## config.mk

```make
export PLATFORM = sky130hd
export DESIGN_NAME = vend_credit_fsm
export DESIGN_NICKNAME = d
export VERILOG_FILES = /design/src/rtl/vend_credit_fsm.sv
export SDC_FILE = /design/constraint.sdc
export NUM_CORES = 1
export LEC_CHECK = 0
export CAP_MARGIN = 20
export CORE_ASPECT_RATIO = 0.75
export CORE_MARGIN = 3
export CORE_UTILIZATION = 56
export DETAILED_ROUTE_END_ITERATION = 12
export DONT_BUFFER_PORTS = 1
export PLACE_DENSITY_LB_ADDON = 0.15
export SLEW_MARGIN = 25
export SYNTH_ARGS = -nofsm -noshare
export SYNTH_HDL_FRONTEND = slang
export SYNTH_SLANG_ARGS = --single-unit
export TNS_END_PERCENT = 100
```

## constraint.sdc

```tcl
create_clock -name clk -period 3.65 [get_ports clk]
set_input_delay 1.095 -clock clk [delete_from_list [all_inputs] [get_ports clk]]
set_output_delay 1.095 -clock clk [all_outputs]
set_load 0.01 [all_outputs]
```

## src/rtl/vend_credit_fsm.sv

```systemverilog
// Coin-operated vending controller: accumulates credit against PRICE, pulses vend_o,
// and pays change or refunds as a train of CHANGE_UNIT pulses on change_o.
//
// state       | meaning
// ------------+-----------------------------------------------------------
// S_COLLECT   | idle, accepting coins and cancel
// S_VEND      | vend_o high for VEND_CYCLES cycles, coins rejected
// S_CHANGE_HI | change_o high, one CHANGE_UNIT paid out on leaving
// S_CHANGE_LO | gap cycle between change pulses
module vend_credit_fsm #(
   parameter int unsigned CREDIT_W    = 6,
   parameter int unsigned PRICE       = 15,
   parameter int unsigned COIN_A      = 5,
   parameter int unsigned COIN_B      = 10,
   parameter int unsigned COIN_C      = 20,
   parameter int unsigned CHANGE_UNIT = 5,
   parameter int unsigned VEND_CYCLES = 2
) (
   input  logic                clk,
   input  logic                rst_n,
   input  logic [1:0]          coin_i,
   input  logic                cancel_i,
   output logic [CREDIT_W-1:0] credit_o,
   output logic                vend_o,
   output logic                change_o,
   output logic                coin_reject_o,
   output logic                busy_o
);

   localparam int unsigned SW    = CREDIT_W + 1;
   localparam int unsigned CNT_W = $clog2(VEND_CYCLES + 1);

   localparam logic [SW-1:0]       VAL_A      = SW'(COIN_A);
   localparam logic [SW-1:0]       VAL_B      = SW'(COIN_B);
   localparam logic [SW-1:0]       VAL_C      = SW'(COIN_C);
   localparam logic [SW-1:0]       PRICE_W    = SW'(PRICE);
   localparam logic [SW-1:0]       MAX_CREDIT = {1'b0, {CREDIT_W{1'b1}}};
   localparam logic [CREDIT_W-1:0] UNIT_W     = CREDIT_W'(CHANGE_UNIT);
   localparam logic [CNT_W-1:0]    VEND_LOAD  = CNT_W'(VEND_CYCLES - 1);

   // Change is paid in whole units, so every amount that can become credit must be a multiple.
   if (CHANGE_UNIT == 0 || (PRICE % CHANGE_UNIT) != 0 || (COIN_A % CHANGE_UNIT) != 0 ||
       (COIN_B % CHANGE_UNIT) != 0 || (COIN_C % CHANGE_UNIT) != 0) begin : g_bad_unit
      $error("vend_credit_fsm: PRICE and coin values must be multiples of CHANGE_UNIT");
   end
   if (VEND_CYCLES < 1) begin : g_bad_vend
      $error("vend_credit_fsm: VEND_CYCLES must be at least 1");
   end

   typedef enum logic [1:0] {
      S_COLLECT   = 2'd0,
      S_VEND      = 2'd1,
      S_CHANGE_HI = 2'd2,
      S_CHANGE_LO = 2'd3
   } state_t;

   state_t              state, state_nxt;
   logic [CREDIT_W-1:0] credit, credit_nxt;
   logic [CNT_W-1:0]    vend_cnt, vend_cnt_nxt;
   logic                reject_nxt;
   logic [SW-1:0]       coin_val;
   logic [SW-1:0]       sum;
   logic [SW-1:0]       remain;
   logic                coin_seen;

   always_comb begin
      coin_val = '0;
      case (coin_i)
         2'b01:   coin_val = VAL_A;
         2'b10:   coin_val = VAL_B;
         2'b11:   coin_val = VAL_C;
         default: coin_val = '0;
      endcase
   end

   assign coin_seen = (coin_i != 2'b00);
   assign sum       = {1'b0, credit} + coin_val;
   assign remain    = sum - PRICE_W;

   always_comb begin
      state_nxt    = state;
      credit_nxt   = credit;
      vend_cnt_nxt = vend_cnt;
      reject_nxt   = 1'b0;
      case (state)
         S_COLLECT: begin
            if (cancel_i && (credit != '0)) begin
               // Refund covers only the credit held before this cycle.
               state_nxt  = S_CHANGE_HI;
               reject_nxt = coin_seen;
            end else if (coin_seen) begin
               if (sum > MAX_CREDIT) begin
                  reject_nxt = 1'b1;
               end else if (sum >= PRICE_W) begin
                  credit_nxt   = remain[CREDIT_W-1:0];
                  vend_cnt_nxt = VEND_LOAD;
                  state_nxt    = S_VEND;
               end else begin
                  credit_nxt = sum[CREDIT_W-1:0];
               end
            end
         end
         S_VEND: begin
            reject_nxt = coin_seen;
            if (vend_cnt == '0) begin
               state_nxt = (credit != '0) ? S_CHANGE_HI : S_COLLECT;
            end else begin
               vend_cnt_nxt = vend_cnt - 1'b1;
            end
         end
         S_CHANGE_HI: begin
            reject_nxt = coin_seen;
            credit_nxt = credit - UNIT_W;
            state_nxt  = S_CHANGE_LO;
         end
         S_CHANGE_LO: begin
            reject_nxt = coin_seen;
            state_nxt  = (credit != '0) ? S_CHANGE_HI : S_COLLECT;
         end
         default: begin
            state_nxt = S_COLLECT;
         end
      endcase
   end

   // Outputs are decoded from the next state so they line up with the state register.
   always_ff @(posedge clk) begin
      if (rst_n) begin
         state         <= S_COLLECT;
         credit        <= '0;
         vend_cnt      <= '0;
         vend_o        <= 1'b0;
         change_o      <= 1'b0;
         coin_reject_o <= 1'b0;
         busy_o        <= 1'b0;
      end else begin
         state         <= state_nxt;
         credit        <= credit_nxt;
         vend_cnt      <= vend_cnt_nxt;
         vend_o        <= (state_nxt == S_VEND);
         change_o      <= (state_nxt == S_CHANGE_HI);
         coin_reject_o <= reject_nxt;
         busy_o        <= (state_nxt != S_COLLECT);
      end
   end

   assign credit_o = credit;

endmodule

```

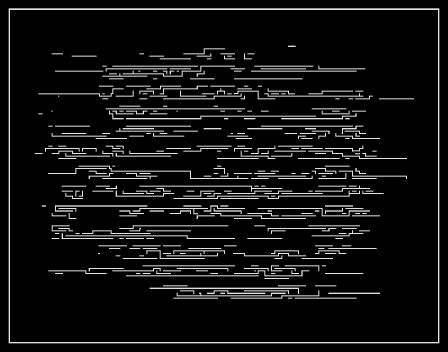
Run 1: met1 routing
longest straight run: 20.2 um
wire length on this layer: 1330 um
routing usage on met1: 35.2%
total vias in the final route: 1198
Post-Route WL: 2950 um

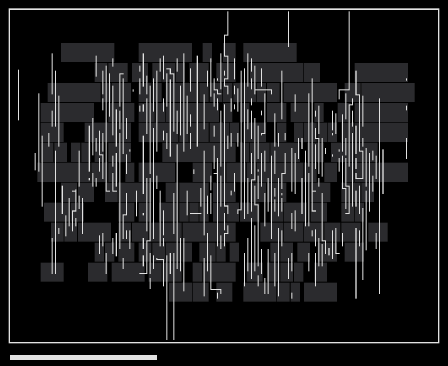
Run 1: metal 2
Bar = 20 um.
nets with wire on the layer: 150
longest straight run: 26.5 um

==> deck_impl_summary.md, run 1 <==
Run Summary

Routing
  • Routed len/inst: 15.9 um
  • Mean number of vias per cell: 6.44
  • Count of TritonRoute iterations in the first routing pass: 4
  • Initial detailed-routing violation count: 80
  • Total DRC errors in the routed layout: 0
  • Met1 Routed Length: 1330 um
  • Remaining antenna violation count: 0
  • Detailed route wirelength on metal2: 1200 um
  • Met3 wirelength from detailed routing: 397 um

Clock tree
  • Post-CTS setup buffer count: 0
  • Number of resized instances in the post-cts repair step: 0
  • Total clock buffers created by CTS: 3
  • Buffers from clock root to sink, at most: 2
  • Count of hold-fix buffers inserted at cts: 0
  • Number of H-tree levels: 1
  • Clock tree sinks: 14
  • TritonCTS clock tree: done
  • Worst-Skew Late Latency: 280 ps
  • Clk slew on worst S/H paths: 80 ps

Final timing
  • Fin crit period: 3400 ps
  • Total count of max-transition violations in the final report: 0
  • Setup ws final: 254 ps
  • Final hold slack: 481 ps
  • Unrepaired setup endpoints after global routing: no
  • Transition time of the tightest slew-check pin: 552 ps
  • Max Fclk: 294 MHz

Synth
  • Main kind of combinational logic by area: AND-OR/OR-AND gates
  • Library cell occupying the most area in the post-synthesis netlist: dfxtp_1
  • Xor-xnor portion of the synthesized cell area: 3.05%
  • Commonest cells in the netlist: a21oi_1 (18), nand2_1 (16), nor2_1 (16), dfxtp_1 (14), inv_1 (11)
  • And+or+nand+nor area frac: 25.5%
  • Synth top cell by count: a21oi_1
  • Yosys cell types: 40
  • Synth top area cells: dfxtp_1 (24%), ha_1 (8.7%), a21oi_1 (7.8%)
  • Total cells reported by yosys after synthesis: 154
  • Number of warnings issued by yosys: 0
  • Synthesized netlist cell count: 154
  • Floorplan net count: 168
  • Chip area line of the yosys report: 0.00115 mm2
  • Post-synthesis sequential element count: 14
  • Post-Synth AOI/OAI Area: 29.4%
  • Mux contribution to synthesized area: 2.29%
  • Post-synth tally of flip-flops with integrated enable: 0
  • Summed instance area of the synthesized netlist: 0.00115 mm2

Worst hold path
  • Number of cells traversed by the worst hold path: 2
  • Hold Path Class: flop to flop

Cells and area
  • Fill cell count: 153
  • Count of antenna diodes in the layout: 0
  • Nets: 179
  • Sequential cell area: 280 um2
  • Most frequently placed logic cell in the final layout: a21oi_1
  • Ratio of cells with drive above 1 in the final layout: 12.8%
  • Top library cells by usage in the layout, fill and taps aside: a21oi_1 (18), nand2_1 (16), nor2_1 (16)

Placed design
  • Hpwl dp: 2330 um
  • Weighted congestion at the end of routability-driven global placement: 0.888
  • Total of buffers placed on input and output ports: 0
  • Worst slack after detailed placement: -18.1 ps
  • Placed Area: 0.00124 mm2

Power
  • Post-layout total power: 1.14 mW
  • Worst ir drop on vdd: 0.511 mV
  • Proportion of power drawn by the clock network: 9.9%
  • Seq pwr: 314 uW
  • Share of total power consumed by net switching: 48.6%
  • Part of the total power dissipated in sequential elements: 27.7%

Global route
  • Antenna violations before repair: 0
  • Vias in the first global route: 1106
  • GR Overflow Total: 0
  • Global-route met2 utilization: 37.2%
  • Overall Global Routing Usage: 25.6%
  • Global-route wire length before repair: 5170 um
  • Busiest layer in global routing: met2

Setup path
  • Setup crit end kind: flop
  • Launching element type of the critical path: input port
  • Longest individual stage delay on the worst path: 430 ps
  • Family with the most delay on the worst path: AND-OR/OR-AND gates
  • Number of logic stages on the critical path including buffering: 11
  • Critical path required time: 3830 ps
  • Critical path class: input port to flop
  • Cell depth of the worst flop-to-flop path: 10
  • Maximum fanout along the worst path: 6
  • Number of buffer and inverter stages on the critical path: 1

Outcome
  • Run status: complete, no violations

Floorplan
  • Initial standard-cell utilization of the core: 62.6%
  • Die width: 58.3 um
  • Cell row count: 13
  • Chip area: 0.00264 mm2
  • I/O pin count: 15

Flow run
  • Log Warnings: 26
  • Number of max-cap violations: 0
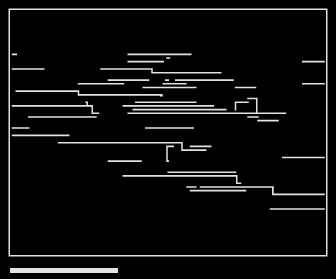
Run 1: signal wires on met3
Bar = 20 um.
share of all routed wire: 13%
main direction: horizontal
wire length on this layer: 398 um
longest straight run: 29.0 um
routing usage on met3: 10.3%

-- run 1: final cells by class --
cell class,count,share of cell area (%)
inverter,11,3.23
clock buffer,4,2.84
timing repair buffer,10,5.88
tap,22,2.15
sequential,14,21.9
multi-input combinational,125,64.0
-- run 1: final timing paths --
check         startpoint           to  slack, ps
max            coin_i[0]  vend_cnt[1]        250
min          vend_cnt[0]  vend_cnt[0]        480
max reg2reg  credit_o[0]  vend_cnt[1]        690
min reg2reg  vend_cnt[0]  vend_cnt[0]        480
-- run 1: flip-flops by register name, indices dropped and copies added (netlist names) --
register and cells:
state 2, credit_o 6, busy_o 1, coin_reject_o 1, vend_cnt 2, vend_o 1
change_o 1
--- run 2 (diff from run 1) ---
==> constraint.sdc (replaced) <==
create_clock -name clk -period 3.65 [get_ports clk]
set_input_delay 0.365 -clock clk [delete_from_list [all_inputs] [get_ports clk]]
set_output_delay 0.365 -clock clk [all_outputs]
set_load 0.01 [all_outputs]
==> run 2 against run 1 <==
Against the previous run:
- routed wire length up 0.88%
- flip-flop count stayed put
- combinational power is 6.9% lower
- die size stayed put
- first-iteration DRC count rose by 79%
- count of clock-buffer cells in the layout unchanged
- via count decreased by 2.9%
- critical endpoint unchanged
- highest routed layer unchanged
==> deck_impl_summary.md, run 2 <==
Run Summary

Setup path
  • Crit path from: credit_o[0]
  • Launching element type of the critical path: flop
  • Number of logic stages on the critical path including buffering: 10 (-1)
  • Number of buffer and inverter stages on the critical path: 1 (unchanged)
  • Cell depth of the worst flop-to-flop path: 10 (unchanged)
  • End of the worst register-to-register path: vend_cnt[1]
  • Longest individual stage delay on the worst path: 490 ps (+60 ps)
  • Family with the most delay on the worst path: simple AND/OR/NAND/NOR gates
  • Critical Path, Cell by Cell: ha_1 > inv_1 > fa_1 > xnor2_1 > and3_1 > nor3b_1 > nand4_1 > a21o_1 > a41oi_4 > mux2_4
  • Slowest-stage cell, CP: nor3b_1
  • Critical path required time: 3830 ps (about the same)
  • Arrival time reported for the critical path endpoint: 3480 ps
  • Maximum fanout along the worst path: 6 (unchanged)
  • Flop2flop setup slack: 350 ps (-340 ps)
  • Beginning of the worst register-to-register path: credit_o[0]
  • Setup crit end: vend_cnt[1]
  • Setup crit end kind: flop
  • Critical path class: flop to flop

Final timing
  • Total of endpoints with negative setup slack in the final report: 0
  • Unrepaired setup endpoints after global routing: no
  • Max Fclk: 303 MHz (+2.8%)
  • Fin crit period: 3300 ps (-92.1 ps)
  • Transition time of the tightest slew-check pin: 536 ps (-16.2 ps)
  • Post-layout period usage of the worst path: 90.5%
  • Worst Skew: 6.53 ps
  • Final hold slack: 138 ps (-343 ps)
  • Post-route setup TNS: 0 ps
  • Number of hold violations in the final report: 0
  • Total count of max-transition violations in the final report: 0 (unchanged)

Synth
  • Synth top cell by count: a21oi_1
  • Number of warnings issued by yosys: 0 (unchanged)
  • Xor-xnor portion of the synthesized cell area: 3.05% (unchanged)
  • Main kind of combinational logic by area: AND-OR/OR-AND gates
  • Floorplan net count: 168 (unchanged)
  • Total cells reported by yosys after synthesis: 154 (unchanged)
  • Yosys top cell area share: 24.4%
  • Summed instance area of the synthesized netlist: 0.00115 mm2 (unchanged)
  • Post-synthesis sequential element count: 14 (unchanged)
  • Sequential share of the synthesized area: 24.4%
  • Yosys cell types: 40 (unchanged)
  • Flip-flop cell with the highest count after synthesis: dfxtp_1
  • Post-Syn Area per Cell: 7.47 um2
  • Share of flip-flops with an asynchronous set or reset: 0%
  • Synth Area in Adders: 10.4%
  • And+or+nand+nor area frac: 25.5% (unchanged)
  • Commonest cells in the netlist: a21oi_1 (18), nand2_1 (16), nor2_1 (16), dfxtp_1 (14), inv_1 (11)
  • Post-synth tally of flip-flops with integrated enable: 0 (unchanged)
  • Mux contribution to synthesized area: 2.29% (unchanged)
  • Post-Synth AOI/OAI Area: 29.4% (unchanged)
  • Library cell occupying the most area in the post-synthesis netlist: dfxtp_1
  • Synth top area cells: dfxtp_1 (24%), ha_1 (8.7%), a21oi_1 (7.8%)
  • Synthesized netlist cell count: 154 (unchanged)
  • Chip area line of the yosys report: 0.00115 mm2 (unchanged)

Routing
  • Post-Route WL: 2980 um (+0.88%)
  • Initial detailed-routing violation count: 143 (+79%)
  • Routed len/inst: 16.7 um (+5.4%)
  • Count of TritonRoute iterations in the first routing pass: 6 (+2)
  • Mean number of vias per cell: 6.53 (+1.4%)
  • Total vias in the final route: 1163 (-2.9%)
  • Total DRC errors in the routed layout: 0 (unchanged)
  • Remaining antenna violation count: 0 (unchanged)

Power
  • Power drawn by the clock network: 111 uW
  • Reported net switching power: 541 uW
  • Pwr Density: 884 mW/mm2
  • Static leakage power: 0.486 nW
  • Share of total power consumed by net switching: 50.3% (+1.7 points)
  • Proportion of power drawn by combinational gates: 61.4%
  • Proportion of power drawn by the clock network: 10.3% (+0.4 points)
  • Combinational power: 660 uW
  • Cell internal pwr: 534 uW
  • Worst ir drop on vdd: 0.538 mV (+5.4%)
  • Seq pwr: 304 uW (-3%)
  • Part of the total power dissipated in sequential elements: 28.3% (+0.6 points)
  • Leading power group: combinational cells

Clock tree
  • Buffers from clock root to sink, at most: 2 (unchanged)
  • Clk slew on worst S/H paths: 80 ps (about the same)
  • Total clock buffers created by CTS: 3 (unchanged)
  • Clock tree sinks: 14 (unchanged)
  • TritonCTS clock tree: done
  • Number of H-tree levels: 1 (unchanged)
  • Count of hold-fix buffers inserted at cts: 0 (unchanged)
  • Number of resized instances in the post-cts repair step: 0 (unchanged)
  • Post-CTS setup buffer count: 0 (unchanged)
  • Root buf cell: clkbuf_4
  • Worst-Skew Late Latency: 290 ps (about the same)

Cells and area
  • Fill cell count: 164 (+7.2%)
  • Count of antenna diodes in the layout: 0 (unchanged)
  • Ratio of cells with drive above 1 in the final layout: 8.33% (-4.5 points)
  • Nets: 171 (-4.5%)
  • Number of flip-flops under the largest register name: 6 (unchanged)
  • Util after Layout: 66.2%
  • Final Non-Filler Cells: 178
  • Most frequently placed logic cell in the final layout: a21oi_1
  • Area growth syn-to-layout: 5.77%
  • Top library cells by usage in the layout, fill and taps aside: a21oi_1 (17), nand2_1 (16), nor2_1 (16)

Worst hold path
  • Critical hold path startpoint: rst_n
  • Number of cells traversed by the worst hold path: 1 (-1)
  • Worst hold path endpoint: state[0]
  • Hold Path Class: input port to flop

Placed design
  • Hpwl dp: 2210 um (-5.0%)
  • Number of placed cells counting well taps: 174
  • Weighted congestion at the end of routability-driven global placement: 0.872 (-1.8%)
  • Total of buffers placed on input and output ports: 0 (unchanged)

Flow run
  • Log Warnings: 26 (unchanged)
  • Number of max-cap violations: 0 (unchanged)

Global route
  • Global-route wire length before repair: 5010 um (-3.1%)
  • Vias in the first global route: 1048 (-5.2%)
  • Overall Global Routing Usage: 24.9% (-0.62 points)
  • Maximum number of pins on one net before global-route repair: 16
  • GR Overflow Total: 0 (unchanged)
  • Antenna violations before repair: 0 (unchanged)

Floorplan
  • Die width: 58.3 um (unchanged)
  • Area of the core region: 0.00184 mm2
  • Floorplan die height: 45.2 um
  • Initial standard-cell utilization of the core: 62.6% (unchanged)
  • I/O pin count: 15 (unchanged)
  • Chip area: 0.00264 mm2 (unchanged)
  • Cell row count: 13 (unchanged)

Outcome
  • Run status: complete, no violations
==> run 2: cell counts after synthesis <==
No cell type changed its count.
==> run 2: stage by stage <==
stage	instance area, um2	setup slack [ps]	power (mW)
finish	1220	347	1.08
global route	1220	98.1	1.17
CTS	1210	351	1.05
detailed placement	1180	338	0.941
global placement	1180	497	0.920
floorplan	1150	648	0.808
==> run 2: final cells by class <==
class,count,area [um2],area share (%)
Clock buffer,4,36.3,2.98
Inverter,11,41.3,3.40
Sequential cell,14,280,23.0
Tap cell,22,27.5,2.26
Timing Repair Buffer,2,15.0,1.23
Multi-Input combinational cell,125,816,67.1
==> run 2: routing by layer <==
layer	wire, um	vias up	track usage, %
li1	-	573	-
met1	1420	524	37.8
met2	1220	61	35.2
met3	309	5	7.43
met4	23	0	3.24
met5	0	-	0
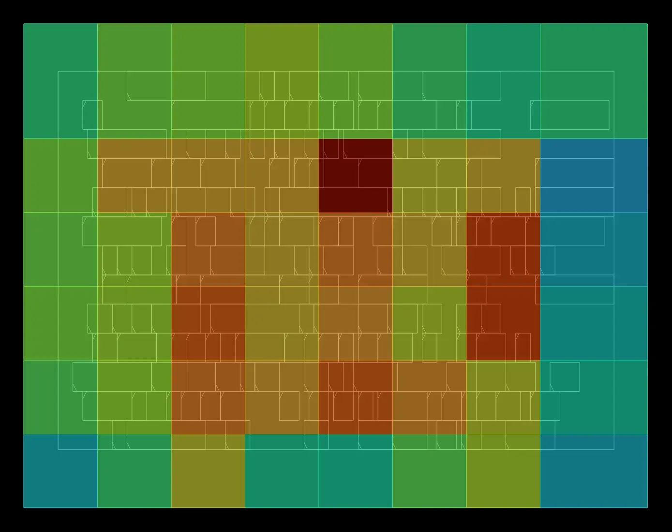
Run 2: routing congestion map
busiest layer in global routing: met1
routing usage on met3: 7.43%

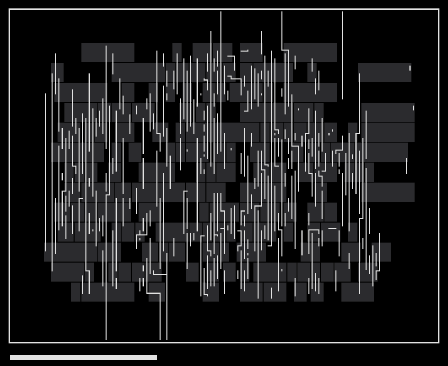
Run 2: metal 2
Bar = 20 um.
longest straight run: 26.9 um
main direction: vertical

--- run 3 (diff from run 2) ---
--- a/config.mk
+++ b/config.mk
@@ -8,9 +8,8 @@
 export CAP_MARGIN = 20
 export CORE_ASPECT_RATIO = 0.75
 export CORE_MARGIN = 3
-export CORE_UTILIZATION = 56
+export CORE_UTILIZATION = 49
 export DETAILED_ROUTE_END_ITERATION = 12
-export DONT_BUFFER_PORTS = 1
 export PLACE_DENSITY_LB_ADDON = 0.15
 export SLEW_MARGIN = 25
 export SYNTH_ARGS = -nofsm -noshare
==> run 3 against run 2 <==
Against the previous run:
- utilization increased by 0.36 points
- synthesized cell count unchanged
- cell count increased by 17%
- sequential power decreased by 6%
- worst hold slack improved by 350 ps
- flip-flop count unchanged
- critical path type is now input port to flop
- largest cell class unchanged
==> deck_impl_summary.md, run 3 <==
Run Summary

Synth
  • Library cell occupying the most area in the post-synthesis netlist: dfxtp_1
  • Synthesized netlist cell count: 154 (unchanged)
  • Share of flip-flops with an asynchronous set or reset: 0% (unchanged)
  • Synth top cell by count: a21oi_1
  • Chip area line of the yosys report: 0.00115 mm2 (unchanged)
  • Synth Area in Adders: 10.4% (unchanged)
  • Post-synthesis sequential element count: 14 (unchanged)
  • Number of warnings issued by yosys: 0 (unchanged)
  • Yosys cell types: 40 (unchanged)
  • Floorplan net count: 168 (unchanged)
  • Post-Syn Area per Cell: 7.47 um2 (unchanged)
  • Sequential share of the synthesized area: 24.4% (unchanged)
  • Yosys top cell area share: 24.4% (unchanged)
  • Main kind of combinational logic by area: AND-OR/OR-AND gates
  • And+or+nand+nor area frac: 25.5% (unchanged)
  • Flip-flop cell with the highest count after synthesis: dfxtp_1
  • Post-synth tally of flip-flops with integrated enable: 0 (unchanged)
  • Synth top area cells: dfxtp_1 (24%), ha_1 (8.7%), a21oi_1 (7.8%)
  • Xor-xnor portion of the synthesized cell area: 3.05% (unchanged)
  • Total cells reported by yosys after synthesis: 154 (unchanged)
  • Summed instance area of the synthesized netlist: 0.00115 mm2 (unchanged)
  • Commonest cells in the netlist: a21oi_1 (18), nand2_1 (16), nor2_1 (16), dfxtp_1 (14), inv_1 (11)
  • Mux contribution to synthesized area: 2.29% (unchanged)
  • Post-Synth AOI/OAI Area: 29.4% (unchanged)

Floorplan
  • Area of the core region: 0.00212 mm2 (+15%)
  • Initial standard-cell utilization of the core: 54.3% (-8.3 points)
  • I/O pin count: 15 (unchanged)
  • Cell row count: 14 (+1)
  • Die width: 61.9 um (+6.2%)
  • Chip area: 0.00297 mm2 (+13%)
  • Floorplan die height: 48.0 um (+6.0%)

Cells and area
  • Number of flip-flops under the largest register name: 6 (unchanged)
  • Area growth syn-to-layout: 22.6%
  • Multi-input gate area: 812 um2 (-0.46%)
  • Nets: 191 (+12%)
  • Ratio of cells with drive above 1 in the final layout: 10.2% (+1.9 points)
  • Final cell area excluding filler cells: 0.00141 mm2 (+16%)
  • Most frequently placed logic cell in the final layout: a21oi_1
  • Count of antenna diodes in the layout: 0 (unchanged)
  • Fill cell count: 192 (+17%)
  • Sequential cell area: 280 um2 (unchanged)
  • Top library cells by usage in the layout, fill and taps aside: a21oi_1 (18), nand2_1 (16), nor2_1 (16)
  • Final Non-Filler Cells: 208 (+17%)

Routing
  • Remaining antenna violation count: 0 (unchanged)
  • Total vias in the final route: 1228 (+5.6%)
  • Initial detailed-routing violation count: 115 (-20%)
  • Count of TritonRoute iterations in the first routing pass: 4 (-2)
  • Post-Route WL: 2860 um (-4.2%)
  • Mean number of vias per cell: 5.90 (-9.6%)
  • Total DRC errors in the routed layout: 0 (unchanged)

Clock tree
  • Clock tree sinks: 14 (unchanged)
  • TritonCTS clock tree: done
  • Number of H-tree levels: 1 (unchanged)
  • Buffers from clock root to sink, at most: 2 (unchanged)
  • Worst-Skew Late Latency: 280 ps (about the same)
  • Number of resized instances in the post-cts repair step: 0 (unchanged)
  • Clk slew on worst S/H paths: 90 ps (about the same)
  • Count of hold-fix buffers inserted at cts: 0 (unchanged)
  • Total clock buffers created by CTS: 3 (unchanged)
  • Post-CTS setup buffer count: 0 (unchanged)
  • Root buf cell: clkbuf_4

Global route
  • GR Overflow Total: 0 (unchanged)
  • Busiest layer in global routing: met1
  • Antenna violations before repair: 0 (unchanged)
  • Maximum number of pins on one net before global-route repair: 16 (unchanged)
  • Vias in the first global route: 937 (-11%)
  • Routing usage on met3: 6.47% (-0.96 points)
  • Global-route wire length before repair: 4440 um (-11%)

Setup path
  • Critical path class: input port to flop
  • Longest individual stage delay on the worst path: 530 ps (+40 ps)
  • Arrival time reported for the critical path endpoint: 3520 ps (+40 ps)
  • Launching element type of the critical path: input port
  • Setup crit end kind: flop
  • Number of buffer and inverter stages on the critical path: 2 (+1)
  • Critical path required time: 3830 ps (about the same)
  • Maximum fanout along the worst path: 6 (unchanged)
  • Family with the most delay on the worst path: AND-OR/OR-AND gates
  • Slowest-stage cell, CP: clkdlybuf4s50_1
  • Critical Path, Cell by Cell: clkdlybuf4s50_1 > nor2b_1 > ha_1 > inv_1 > fa_1 > nand2b_1 > a21oi_1 > xor2_1 > nand4_1 > a21o_1 > a41oi_4 > mux2_4

Final timing
  • Post-route setup TNS: 0 ps (unchanged)
  • Number of hold violations in the final report: 0 (unchanged)
  • Fin crit period: 3340 ps (+37.7 ps)
  • Total count of max-transition violations in the final report: 0 (unchanged)
  • Total of endpoints with negative setup slack in the final report: 0 (unchanged)
  • Unrepaired setup endpoints after global routing: no
  • Final hold slack: 488 ps (+350 ps)
  • Setup ws final: 309 ps (-37.7 ps)
  • Worst rel slew slack: 65.0%
  • Post-layout period usage of the worst path: 91.5% (+1.0 points)
  • Transition time of the tightest slew-check pin: 523 ps (-12.8 ps)
  • Max Fclk: 299 MHz (-1.1%)
  • Worst Skew: 2.52 ps (-4.01 ps)

Flow run
  • Log Warnings: 26 (unchanged)
  • Number of max-cap violations: 0 (unchanged)

Placed design
  • Hpwl dp: 2210 um (-0.29%)
  • Worst slack after detailed placement: 48.2 ps (-290 ps)
  • Total of buffers placed on input and output ports: 14 (+14)
  • Number of placed cells counting well taps: 204 (+17%)
  • Weighted congestion at the end of routability-driven global placement: 0.855 (-1.9%)
  • Placed Area: 0.00137 mm2 (+17%)

Worst hold path
  • Hold Path Class: flop to flop

Outcome
  • Run status: complete, no violations

Power
  • Cell internal pwr: 643 uW (+20%)
  • Combinational power: 791 uW (+20%)
  • Part of the total power dissipated in sequential elements: 24.1% (-4.2 points)
  • Pwr Density: 844 mW/mm2 (-4.5%)
  • Leading power group: combinational cells
  • Static leakage power: 0.567 nW (+17%)
  • Power drawn by the clock network: 113 uW (about the same)
  • Share of total power consumed by net switching: 46.0% (-4.3 points)
  • Seq pwr: 287 uW (-6%)
  • Proportion of power drawn by combinational gates: 66.5% (+5.1 points)
  • Post-layout total power: 1.19 mW (+11%)
  • Proportion of power drawn by the clock network: 9.5% (-0.8 points)
  • Worst ir drop on vdd: 0.464 mV (-14%)
  • Reported net switching power: 547 uW (+1.1%)
==> run 3: worst paths after layout <==
check / slack (ps) / startpoint / to / cells after the start
min reg2reg: 490 / vend_cnt[0] / vend_cnt[0] / 2
max: 310 / coin_i[0] / vend_cnt[1] / 12
min: 490 / vend_cnt[0] / vend_cnt[0] / 2
max reg2reg: 670 / credit_o[0] / vend_cnt[1] / 10
==> run 3: layout make-up <==
class                           instances  share of cell area (%)
Timing Repair Buffer                   22                    14.2
Inverter                               11                    2.93
Tap cell                               32                    2.84
Multi-Input combinational cell        125                    57.6
Sequential cell                        14                    19.9
Clock buffer                            4                    2.57
==> run 3: metal layers <==
layer  part of all wire [%]  up-vias
met5                      0        -
met4                   0.46        0
met3                     12        2
met2                     40       56
met1                     48      559
li1                       -      611
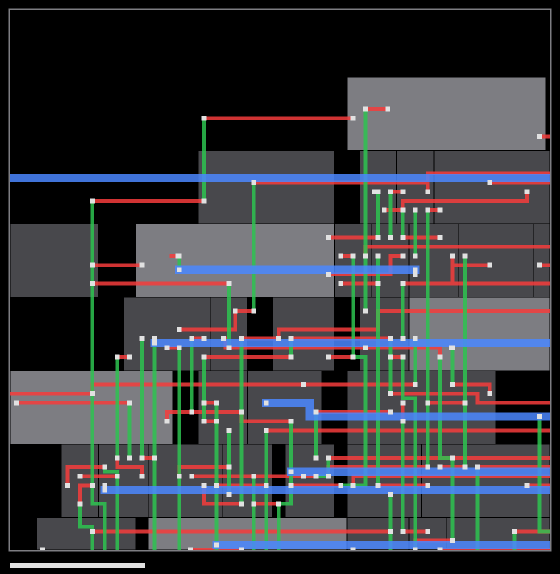
Run 3: a small window of the routed layout
Bar = 5 um. Region (5, 26) to (25, 46) um. Cells in grey, sequential cells in the stronger grey; small squares are vias.
[M2] green
[M3] blue
[M1] red
sequential cells in the window: 4
netlist names of flops here include: vend_cnt (2)
cells with their middle in the window: 26
most frequent: dfxtp_1 (4), nand2_1 (3), a21oi_1 (3)

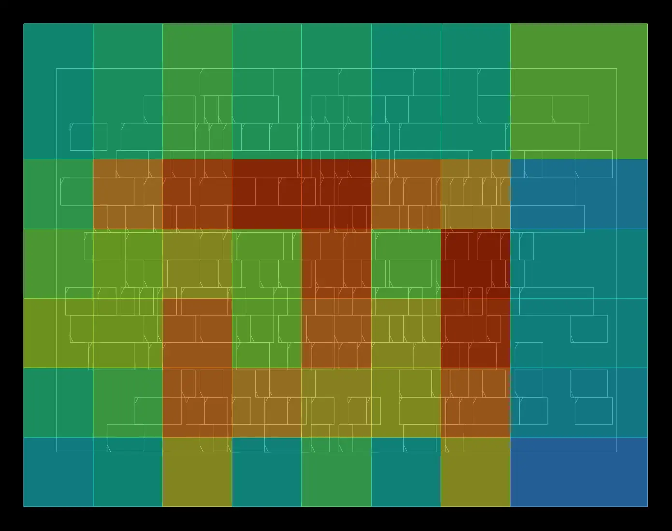
Run 3: routing congestion map
Util after Layout: 66.5%
routing usage on met1: 32.3%
global-route met2 utilization: 27.1%
Overall Global Routing Usage: 20.8%
routed len/inst: 13.7 um

Power and IR drop assume default switching activity.
